==> config.mk <==
export PLATFORM = sky130hd
export DESIGN_NAME = uart_rx_buffer_flat
export DESIGN_NICKNAME = d
export VERILOG_FILES = /design/src/rtl/uart_pkg.sv /design/src/rtl/uart_rx_buffer_if.sv /design/src/rtl/uart_rx_fifo.sv /design/src/rtl/uart_rx_buffer.sv /design/src/flat_wrapper.sv
export SDC_FILE = /design/constraint.sdc
export NUM_CORES = 1
export LEC_CHECK = 0
export CELL_PAD_IN_SITES_DETAIL_PLACEMENT = 0
export CELL_PAD_IN_SITES_GLOBAL_PLACEMENT = 1
export CORE_ASPECT_RATIO = 1.2
export CORE_UTILIZATION = 30
export DETAILED_ROUTE_END_ITERATION = 8
export HOLD_SLACK_MARGIN = 0.1
export PLACE_DENSITY = 0.47
export SLEW_MARGIN = 10
export SYNTH_ARGS = -nofsm -noshare
export SYNTH_HDL_FRONTEND = slang
export SYNTH_SLANG_ARGS = --single-unit
==> constraint.sdc <==
create_clock -name clk -period 5.8 [get_ports clk]
set_clock_uncertainty 0.1 [all_clocks]
set_input_delay 1.16 -clock clk [delete_from_list [all_inputs] [get_ports clk]]
set_output_delay 1.16 -clock clk [all_outputs]
set_load 0.03 [all_outputs]
==> src/rtl/uart_pkg.sv <==
// Shared definitions for the UART receive path: FSM encoding, frame width
// and the default bit period.
package uart_pkg;

    localparam int CLKS_PER_BIT_DEFAULT = 434;
    localparam int FRAME_BITS           = 8;

    typedef enum logic [2:0] {
        ST_IDLE  = 3'd0,
        ST_START = 3'd1,
        ST_DATA  = 3'd2,
        ST_STOP  = 3'd3,
        ST_BREAK = 3'd4
    } rx_state_e;

endpackage

==> src/rtl/uart_rx_buffer_if.sv <==
// Core-side UART read port: pop request in, show-ahead head byte and empty out.
interface uart_rx_buffer_if;
    import uart_pkg::*;

    logic                  uart_rdreq;
    logic                  uart_empty;
    logic [FRAME_BITS-1:0] uart_in;

    modport master (output uart_rdreq, input uart_empty, input uart_in);
    modport slave  (input uart_rdreq, output uart_empty, output uart_in);

endinterface

==> src/rtl/uart_rx_fifo.sv <==
// Synchronous show-ahead FIFO; storage is not reset, the head reads as zero when empty.
// A push into a full FIFO is accepted only when a pop frees a slot in the same cycle.
module uart_rx_fifo #(
    parameter int WIDTH      = 8,
    parameter int DEPTH_LOG2 = 4
) (
    input  logic             clk,
    input  logic             rst,
    input  logic             push,
    input  logic [WIDTH-1:0] push_data,
    input  logic             pop,
    output logic [WIDTH-1:0] pop_data,
    output logic             empty,
    output logic             full
);

    localparam int DEPTH = 1 << DEPTH_LOG2;

    logic [WIDTH-1:0]      mem_q [DEPTH];
    logic [DEPTH_LOG2-1:0] rd_ptr_q, rd_ptr_d;
    logic [DEPTH_LOG2-1:0] wr_ptr_q, wr_ptr_d;
    logic [DEPTH_LOG2:0]   count_q, count_d;
    logic                  do_push, do_pop;

    assign empty    = (count_q == '0);
    assign full     = (count_q == (DEPTH_LOG2+1)'(DEPTH));
    assign do_pop   = pop && !empty;
    assign do_push  = push && (!full || do_pop);
    assign pop_data = empty ? '0 : mem_q[rd_ptr_q];

    always_comb begin
        rd_ptr_d = rd_ptr_q + DEPTH_LOG2'(do_pop);
        wr_ptr_d = wr_ptr_q + DEPTH_LOG2'(do_push);
        count_d  = count_q;
        case ({do_push, do_pop})
            2'b10:   count_d = count_q + 1'b1;
            2'b01:   count_d = count_q - 1'b1;
            default: count_d = count_q;
        endcase
    end

    always_ff @(posedge clk) begin
        if (rst) begin
            rd_ptr_q <= '0;
            wr_ptr_q <= '0;
            count_q  <= '0;
        end else begin
            rd_ptr_q <= rd_ptr_d;
            wr_ptr_q <= wr_ptr_d;
            count_q  <= count_d;
        end
    end

    always_ff @(posedge clk) begin
        if (do_push) mem_q[wr_ptr_q] <= push_data;
    end

endmodule

==> src/rtl/uart_rx_buffer.sv <==
// 8N1 serial receiver with a show-ahead byte FIFO and sticky framing/overrun flags.
//
// state    | meaning
// ST_IDLE  | line idle, waiting for a falling edge on rxd_s
// ST_START | half-bit wait, then confirm the start bit is still low
// ST_DATA  | sample 8 data bits LSB first, one bit period apart
// ST_STOP  | sample the stop bit; high pushes the byte, low is a framing error
// ST_BREAK | line held low after a bad stop bit; wait for it to return high
module uart_rx_buffer
    import uart_pkg::*;
#(
    parameter int CLKS_PER_BIT = CLKS_PER_BIT_DEFAULT,
    parameter int DEPTH_LOG2   = 4
) (
    input  logic              clk,
    input  logic              rst,
    input  logic              rxd,
    input  logic              err_clr,
    output logic              overrun,
    output logic              frame_err,
    uart_rx_buffer_if.slave   bus
);

    localparam int BAUD_W = $clog2(CLKS_PER_BIT);
    localparam logic [BAUD_W-1:0] HALF_LOAD = BAUD_W'(CLKS_PER_BIT / 2 - 1);
    localparam logic [BAUD_W-1:0] BIT_LOAD  = BAUD_W'(CLKS_PER_BIT - 1);
    localparam logic [2:0]        LAST_BIT  = 3'(FRAME_BITS - 1);

    rx_state_e             state_q, state_d;
    logic [BAUD_W-1:0]     baud_q, baud_d;
    logic [2:0]            idx_q, idx_d;
    logic [FRAME_BITS-1:0] shift_q, shift_d;
    logic                  push_q, push_d;
    logic                  rxd_meta_q, rxd_s_q;
    logic                  overrun_q, overrun_d;
    logic                  frame_err_q, frame_err_d;
    logic                  frame_event;
    logic                  baud_zero;
    logic                  fifo_empty, fifo_full, pop_ok;

    assign baud_zero = (baud_q == '0);
    assign pop_ok    = bus.uart_rdreq && !fifo_empty;

    always_comb begin
        state_d     = state_q;
        baud_d      = baud_q;
        idx_d       = idx_q;
        shift_d     = shift_q;
        push_d      = 1'b0;
        frame_event = 1'b0;
        case (state_q)
            ST_IDLE: begin
                if (!rxd_s_q) begin
                    baud_d  = HALF_LOAD;
                    state_d = ST_START;
                end
            end
            ST_START: begin
                if (!baud_zero) begin
                    baud_d = baud_q - 1'b1;
                end else if (!rxd_s_q) begin
                    baud_d  = BIT_LOAD;
                    idx_d   = 3'd0;
                    state_d = ST_DATA;
                end else begin
                    state_d = ST_IDLE;
                end
            end
            ST_DATA: begin
                if (!baud_zero) begin
                    baud_d = baud_q - 1'b1;
                end else begin
                    shift_d[idx_q] = rxd_s_q;
                    baud_d         = BIT_LOAD;
                    if (idx_q == LAST_BIT) state_d = ST_STOP;
                    else                   idx_d   = idx_q + 3'd1;
                end
            end
            ST_STOP: begin
                if (!baud_zero) begin
                    baud_d = baud_q - 1'b1;
                end else if (rxd_s_q) begin
                    push_d  = 1'b1;
                    state_d = ST_IDLE;
                end else begin
                    frame_event = 1'b1;
                    state_d     = ST_BREAK;
                end
            end
            ST_BREAK: begin
                if (rxd_s_q) state_d = ST_IDLE;
            end
            default: state_d = ST_IDLE;
        endcase
    end

    // A new error in the same cycle as err_clr must leave the flag set.
    always_comb begin
        overrun_d   = err_clr ? 1'b0 : overrun_q;
        frame_err_d = err_clr ? 1'b0 : frame_err_q;
        if (push_q && fifo_full && !pop_ok) overrun_d   = 1'b1;
        if (frame_event)                    frame_err_d = 1'b1;
    end

    always_ff @(posedge clk) begin
        if (rst) begin
            rxd_meta_q  <= 1'b1;
            rxd_s_q     <= 1'b1;
            state_q     <= ST_IDLE;
            baud_q      <= '0;
            idx_q       <= '0;
            shift_q     <= '0;
            push_q      <= 1'b0;
            overrun_q   <= 1'b0;
            frame_err_q <= 1'b0;
        end else begin
            rxd_meta_q  <= rxd;
            rxd_s_q     <= rxd_meta_q;
            state_q     <= state_d;
            baud_q      <= baud_d;
            idx_q       <= idx_d;
            shift_q     <= shift_d;
            push_q      <= push_d;
            overrun_q   <= overrun_d;
            frame_err_q <= frame_err_d;
        end
    end

    uart_rx_fifo #(
        .WIDTH      (FRAME_BITS),
        .DEPTH_LOG2 (DEPTH_LOG2)
    ) u_fifo (
        .clk       (clk),
        .rst       (rst),
        .push      (push_q),
        .push_data (shift_q),
        .pop       (bus.uart_rdreq),
        .pop_data  (bus.uart_in),
        .empty     (fifo_empty),
        .full      (fifo_full)
    );

    assign bus.uart_empty = fifo_empty;
    assign overrun        = overrun_q;
    assign frame_err      = frame_err_q;

endmodule

==> src/flat_wrapper.sv <==
// flat-port wrapper written by rule: the top's interface ports become plain ports
module uart_rx_buffer_flat import uart_pkg::*;
#(
    parameter int CLKS_PER_BIT = CLKS_PER_BIT_DEFAULT,
    parameter int DEPTH_LOG2   = 4
)
  (clk, rst, rxd, err_clr, overrun, frame_err, bus_uart_rdreq, bus_uart_empty, bus_uart_in);
  uart_rx_buffer_if bus_i ();
  input  logic clk;
  input  logic rst;
  input  logic rxd;
  input  logic err_clr;
  output logic overrun;
  output logic frame_err;
  input wire logic [$bits(bus_i.uart_rdreq)-1:0] bus_uart_rdreq;
  output wire logic [$bits(bus_i.uart_empty)-1:0] bus_uart_empty;
  output wire logic [$bits(bus_i.uart_in)-1:0] bus_uart_in;
  assign bus_i.uart_rdreq = bus_uart_rdreq;
  assign bus_uart_empty = bus_i.uart_empty;
  assign bus_uart_in = bus_i.uart_in;
  uart_rx_buffer #(.CLKS_PER_BIT(CLKS_PER_BIT), .DEPTH_LOG2(DEPTH_LOG2)) u_core (.clk(clk), .rst(rst), .rxd(rxd), .err_clr(err_clr), .overrun(overrun), .frame_err(frame_err), .bus(bus_i));
endmodule
==> reports/metrics.yaml <==
finish:
  logic_area_um2: 2281
  syn_to_final_growth_pct: 15.38
  fin_nets: 494
  fin_area_um2: 8138
  layout-drive-gt1-share_pct: 18.70
  lay_top_cells: "edfxtp_1, nor2_1, dfxtp_1"
  diodes: 0
  top_register: "u_core.u_fifo.mem_q"
  fill_cells: 2203
  lay_top_count: "edfxtp_1"
  largestRegisters: "u_core.u_fifo.mem_q: 128 flops, u_core.baud_q: 9 flops, u_core.shift_q: 8 flops"
  fin_cells: 807
  largest_register_ff_count: 128
synth:
  yosys_cells: 462
  synth_area_um2: 7053
  synthArstFlopShare_pct: 0
  top_cells_by_count: "edfxtp_1, nor2_1, dfxtp_1, mux4_2, mux2i_1"
  top_cells_by_area: "edfxtp_1, dfxtp_1, mux4_2"
  ff_type: "edfxtp_1"
  avgSynthCellArea_um2: 15.27
  synth_flops: 169
  yosysWarnings: 0
  ys_seq_share_pct: 66.13
  floorplan.nets: 477
  synthDistinctLibCells: 57
  synth-edff-count: 128
  synth_top_cell_by_area: "edfxtp_1"
  top_area_share_pct: 54.50
  synth.most_common_cell: "edfxtp_1"
  ys_area_um2: 7053
  synthCells: 462
floorplanning:
  core-area_um2: 23130
  dieArea_um2: 24130
  die_x_um: 142.0
  fp-utilization_pct: 30.50
  dieHeight_um: 170.0
  rows: 61
  pin_count: 16
detailed_routing:
  drc: 0
  wl_met1_mm: 7.128
  drtPass1Iterations: 5
  via_per_inst: 4.862
  ant_nets: 0
  highest_layer: "met4"
  route.met3.wl_um: 424
  first_iter_violations: 147
  wl_met2_mm: 7.817
  wl_per_cell_um: 19.36
timing:
  setup-violations-final: 0
  rsz0062_at_grt: "false"
  tns_ns: 0
  worstMarginPinSlew_ns: 1.088
  max_freq_ghz: 0.2232
  relSlewSlack_pct: 27.17
  layout_setup_ws_ns: 1.319
  hold_viol_final: 0
  fin_hold_ws_ns: 0.3059
  finalClockPeriodUsage_pct: 77.25
  post-route-min-period_ns: 4.481
  maxSlewViolCount: 0
worst_hold_path:
  hold_depth: 1
  worstHoldPathType: "register to register"
  hold_end: "u_core.rxd_s_q$_SDFF_PP1_"
  hp-start: "u_core.rxd_meta_q$_SDFF_PP1_"
worst_setup_path:
  critPathMaxFanout: 24
  cp-end-kind: "output pin"
  r2r_start: "u_core.u_fifo.count_q[1]$_SDFFE_PP0P_"
  worstPathArrival_ns: 3.22
  r2r_slack_ns: 2.96
  slowest_stage: "dfxtp_2"
  critPathKind: "register to output pin"
  crit_path_cell_trace: "buf_4 -> mux4_2 -> mux2i_1 -> o22ai_1 -> clkdlybuf4s50_1"
  critPathCapture: "bus_uart_in[5]"
  worstReg2RegEnd: "u_core.u_fifo.count_q[4]$_SDFFE_PP0P_"
  max_stage_delay_ns: 0.93
  r2r_cells: 10
  critPathLaunch: "u_core.u_fifo.rd_ptr_q[0]$_SDFF_PP0_"
  start_kind: "register"
  worstPathRequired_ns: 4.54
global_routing:
  busiest_layer: "met2"
  antenna_found_initial: 0
  grt_max_degree: 44
  grt_pass1_vias: 4008
  overflow: 0
  grt_pass1_wl_mm: 24.09
  grt_usage_pct: 13.85
placement:
  gp_congestion: 0.7835
  placedInstanceArea_um2: 7565
  place_ws_ns: 1.677
  io_buffers: 15
  placedCellCount: 775
  post-dp-hpwl_mm: 10.23
clock_tree:
  worstSkewPairLatency_ns: 0.42
  tritoncts: "built"
  ctsResizeCount: 0
  cts_made_buffers: 17
  cts_max_level: 4
  root_buffer: "clkbuf_16"
  ctsHoldBuffers: 0
  clock_sinks: 169
  post-cts-setup-buffer-count: 0
  path_clk_slew_ns: 0.07
  clockBufferDepth: 2
power:
  power_uw: 3058
  comb-power_uw: 576
  clkPwrFrac_pct: 36.2
  power-per-cell-area_nw_per_um2: 375.8
  comb_power_share_pct: 18.8
  ir_worst_vdd_uv: 202.8
  p_sw_uw: 850.7
  p_leak_uw: 0.002525
  switching_share_pct: 27.82
  pg_clk_uw: 1110
  intPower_uw: 2208
  power.group.top: "sequential cells"
  seq_power_share_pct: 44.9
flow_run:
  warning_count: 27
  drv_cap: 0
outcome:
  status: "finished clean"
-- cell families after synthesis --
| kind of cell | share of synthesized area, % |
|---|---|
| XOR/XNOR | 0.9935 |
| AND-OR/OR-AND | 6.014 |
| adder cells (fa/ha/maj) | 1.774 |
| buffers and inverters | 1.810 |
| flip-flops | 66.13 |
| AND/OR/NAND/NOR | 9.509 |
| multiplexers | 13.77 |
-- final cells by class --
cell class              instances  share of cell area, %
clock buffers                  17                  5.228
inverters                       5                 0.2306
flip-flops and latches        169                  57.33
well taps                     315                  4.843
multi-input cells             263                  28.03
clock inverters                15                  1.814
repair buffers                 23                  2.522
-- critical path: cells and delay by family (launching register included) --
kind	cells	cell delay [ns]
buf+inv	2	1.02
flops	1	0.93
mux	2	0.71
compound gates	1	0.12
Figure 1. Met1 routing.
Scale bar: 50 µm. Cells faint in the background.
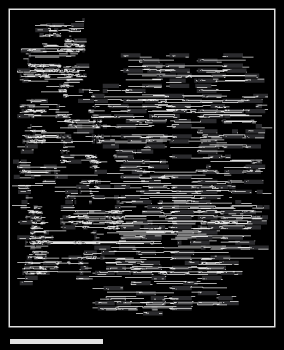
wire length on this layer = 7130 µm
share of all routed wire = 46%
nets with wire on the layer = 474
via count: 3924
met1 Usage GRT: 17.46%
final WL: 15.62 mm

Figure 2. M2 wires.
Cells faint in the background.
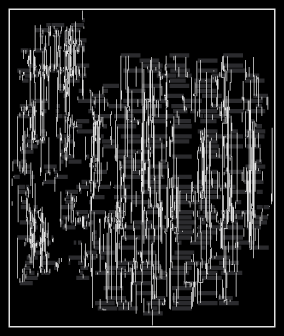
share of all routed wire = 50%
wire length on this layer = 7820 µm
longest straight run = 83.6 µm
nets with wire on the layer = 425
main direction = vertical
global-route met2 utilization: 23.41%

Figure 3. M3 wires.
Scale bar: 50 µm. Cells faint in the background.
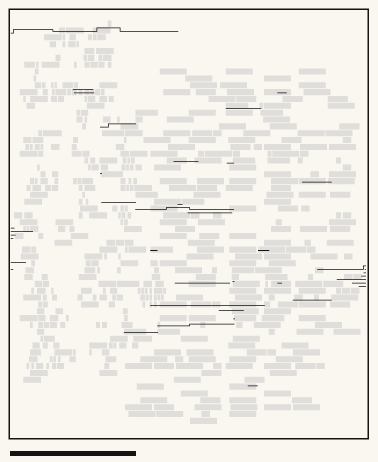
longest straight run = 45.1 µm
wire length on this layer = 424 µm
share of all routed wire = 2.7%
nets with wire on the layer = 27
met3 Usage GRT: 2.814%

Figure 4. Sequential cells grouped by signal name.
Other sequential cells in the stronger gray, the rest of the logic in the fainter gray.
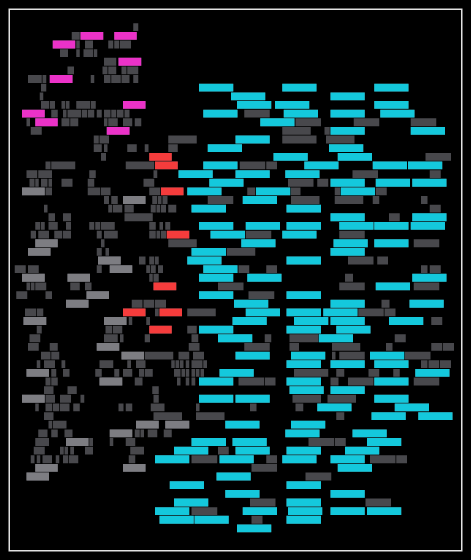
cyan -> u_core.u_fifo.mem_q  # sequential cells 128
red -> u_core.shift_q  # sequential cells 8
magenta -> u_core.baud_q  # sequential cells 9, where north-west
Seq power: 1370 µW
register area: 4666 µm²
post-layout util: 35.19%

Power and IR drop assume default switching activity.
